Design fetch_unit, sky130hd; sources not shown.
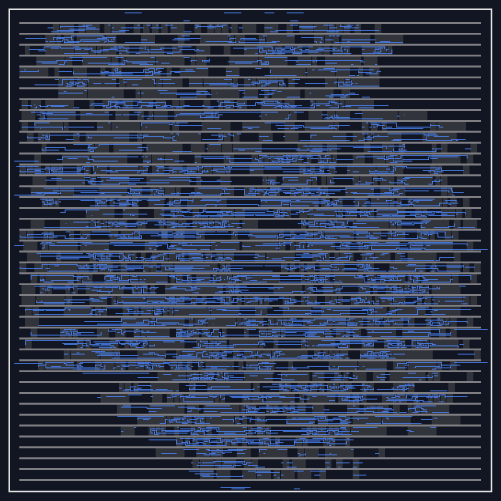
**Above:** metal 1.
Scale: 4 px per micron. Supply wires on this layer in gray.
The wires run mostly horizontal. The layer carries 8140 microns of wire.
DRT Wirelength: 18200 microns
met1 usage: 34.3%
DR vias: 6028

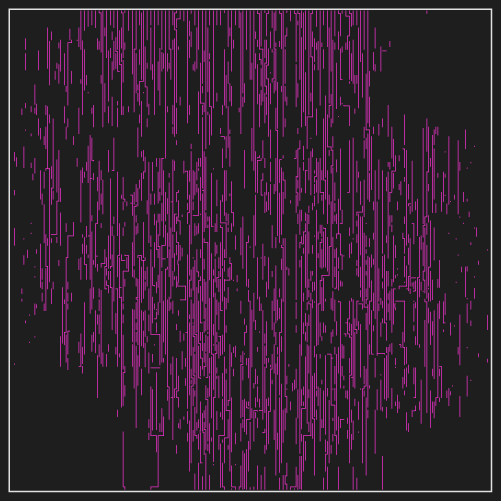
**Above:** metal 2.
Scale: 4 px per micron.
The layer carries 8520 microns of wire. The longest straight run is 39.9 microns.
global routing usage on met2: 40.4%

==> flow_summary.json <==
{
  "portBuffers": 171,
  "routedWlPerCell_microns": 16.6,
  "final_area_sq_um": 7920,
  "ff2ff_path_depth": 5,
  "dr.pass1.iters": 6,
  "multiInputGateArea_sq_um": 3040,
  "clockRootBuffer": "clkbuf_16",
  "top_area_cell": "dfxtp_1",
  "drv_slew": 0,
  "ant_nets": 0,
  "regArea_sq_um": 2640,
  "syn_inst": 776,
  "drv_cap": 0,
  "path_clk_slew_ns": 0.06,
  "drt_first_iter_violations": 612,
  "ys_seq_share_pct": 43.5,
  "holdWs_ns": 0.354,
  "drc": 0,
  "drive_gt1_share_pct": 18.3,
  "synth_flops": 132,
  "cts_hold_buf": 0,
  "setup_viol": 0,
  "power_density_nw_per_um2": 419,
  "critical-path-max-stage-delay_ns": 0.76,
  "hold_violations": 0,
  "diodes": 0,
  "core_sq_um": 13200,
  "crit_fanout": 15,
  "worstPathCellList": "clkdlybuf4s50_1 > nand2b_1 > a21oi_1 > nor3_2 > nand3_1 > o21ai_1",
  "cp-end-kind": "register",
  "grt_pass1_wl_microns": 29100,
  "finalPower_uw": 3320,
  "ys_types": 50,
  "synth_area_sq_um": 6080,
  "cts.repair.resized": 0,
  "p_leak_uw": 0.00307,
  "slew_headroom_pct": 46.7,
  "tool_warnings": 30,
  "ioPinCount": 174,
  "rsz0062_at_grt": "no",
  "edf_count": 0,
  "clk-insertion-delay-late_ns": 0.43,
  "gp_congestion": 0.834,
  "post-dp-hpwl_microns": 11800,
  "synth.most_common_cell": "nand2_1",
  "reg2reg_slack_ns": 1.54,
  "htreeDepth": 4,
  "area_delta_synth_final_pct": 30.3,
  "final_nets": 976,
  "rows": 42,
  "vias_per_cell": 5.51,
  "hold_path_depth": 2,
  "grt_max_degree": 104,
  "die_x_microns": 120,
  "antenna_found_initial": 0,
  "fin_tns_setup_ns": 0,
  "final_util_pct": 60.0,
  "critPathKind": "in2reg",
  "async_flop_share_pct": 0,
  "cp.required_ns": 4.54,
  "die_h_microns": 120,
  "dp_cells": 1063,
  "ys_cells": 776,
  "clock_path_buffers": 2,
  "synth_nets": 846,
  "placed_cell_area_sq_um": 7270,
  "initCoreUtil_pct": 46.1,
  "synth_top_area_share_pct": 43.5,
  "postCtsSetupRepairBufs": 0,
  "clock_sink_count": 132,
  "cts_tree": "yes",
  "period_minus_slack_ns": 2.84,
  "ys.flop_type": "dfxtp_1",
  "worst_pin_slew_ns": 0.799,
  "run_status": "finished clean",
  "slowest_stage": "clkdlybuf4s50_1",
  "max-vdd-ir-drop_uv": 275,
  "start_kind": "primary input",
  "setup_ws_ns": 1.46,
  "period_used_pct": 66.0,
  "yosysChipArea_sq_um": 6080,
  "grt-ovfl-total": 0,
  "place_ws_ns": 1.06,
  "syn_avg_cell_area_sq_um": 7.83,
  "worst_ep_arrival_time_ns": 3.08,
  "area_leaders": "dfxtp_1 (43%), nand2_1 (11%), a22oi_1 (6.5%)",
  "die-area_sq_um": 14500,
  "nFillCells": 1189,
  "min_path_type": "reg2reg",
  "track_usage_pct": 25.4,
  "stdcell_count": 1095,
  "fmax_mhz": 352,
  "synthTopCellsByCount": "nand2_1 (176), dfxtp_1 (132), a21oi_1 (78)",
  "yosysWarningCount": 0,
  "grt_pass1_vias": 5581,
  "cts-buffers-inserted": 17
}
## layer usage
metal  wire, microns  track usage [%]
met1            8140             34.3
met2            8520             40.4
met3            1190             5.71
met4             366             8.65
met5               0                0
## power breakdown
group / switching, uW / internal (uW)
clock: 557 / 1040
combinational: 318 / 134
sequential: 18.6 / 1250
## placed cells by master, fill, tap and decap left out, drive strengths merged, types with 5 or more instances in the layout
cell type	count
nand3	13
bufinv	5
a2bb2oi	16
dfxtp	132
o22ai	29
xnor2	16
o21ai	30
nand4	9
a22oi	53
inv	32
a21oi	78
clkinv	6
nand2	176
and2	5
a22o	8
nor3	8
nor2b	6
nor2	47
clkdlybuf4s50	66
clkbuf	18
buf	112
xor2	12
nor4	6
## cell families (layout without fill, tap and decap cells)
family	Yosys count	in the layout	share of synthesized area [%]
xor+xnor	28	28	4.04
fa+ha+maj	1	1	0.206
buf+inv	100	243	6.73
simple gates	284	284	20.9
mux	5	5	0.865
compound gates	226	226	23.8
flops	132	132	43.5
## area by class of cell
class / count / area share (%)
well taps: 176 / 2.78
flip-flops and latches: 132 / 33.4
multi-input cells: 544 / 38.4
repair buffers: 178 / 15.7
inverters: 33 / 1.58
clock inverters: 14 / 2.64
clock buffers: 18 / 5.55
## critical path: cells and delay by family
kind                   cells  cell delay [ns]
AND-OR/OR-AND              2             0.46
AND/OR/NAND/NOR            3             1.41
buffers and inverters      1             0.76
Power and IR drop assume default switching activity.
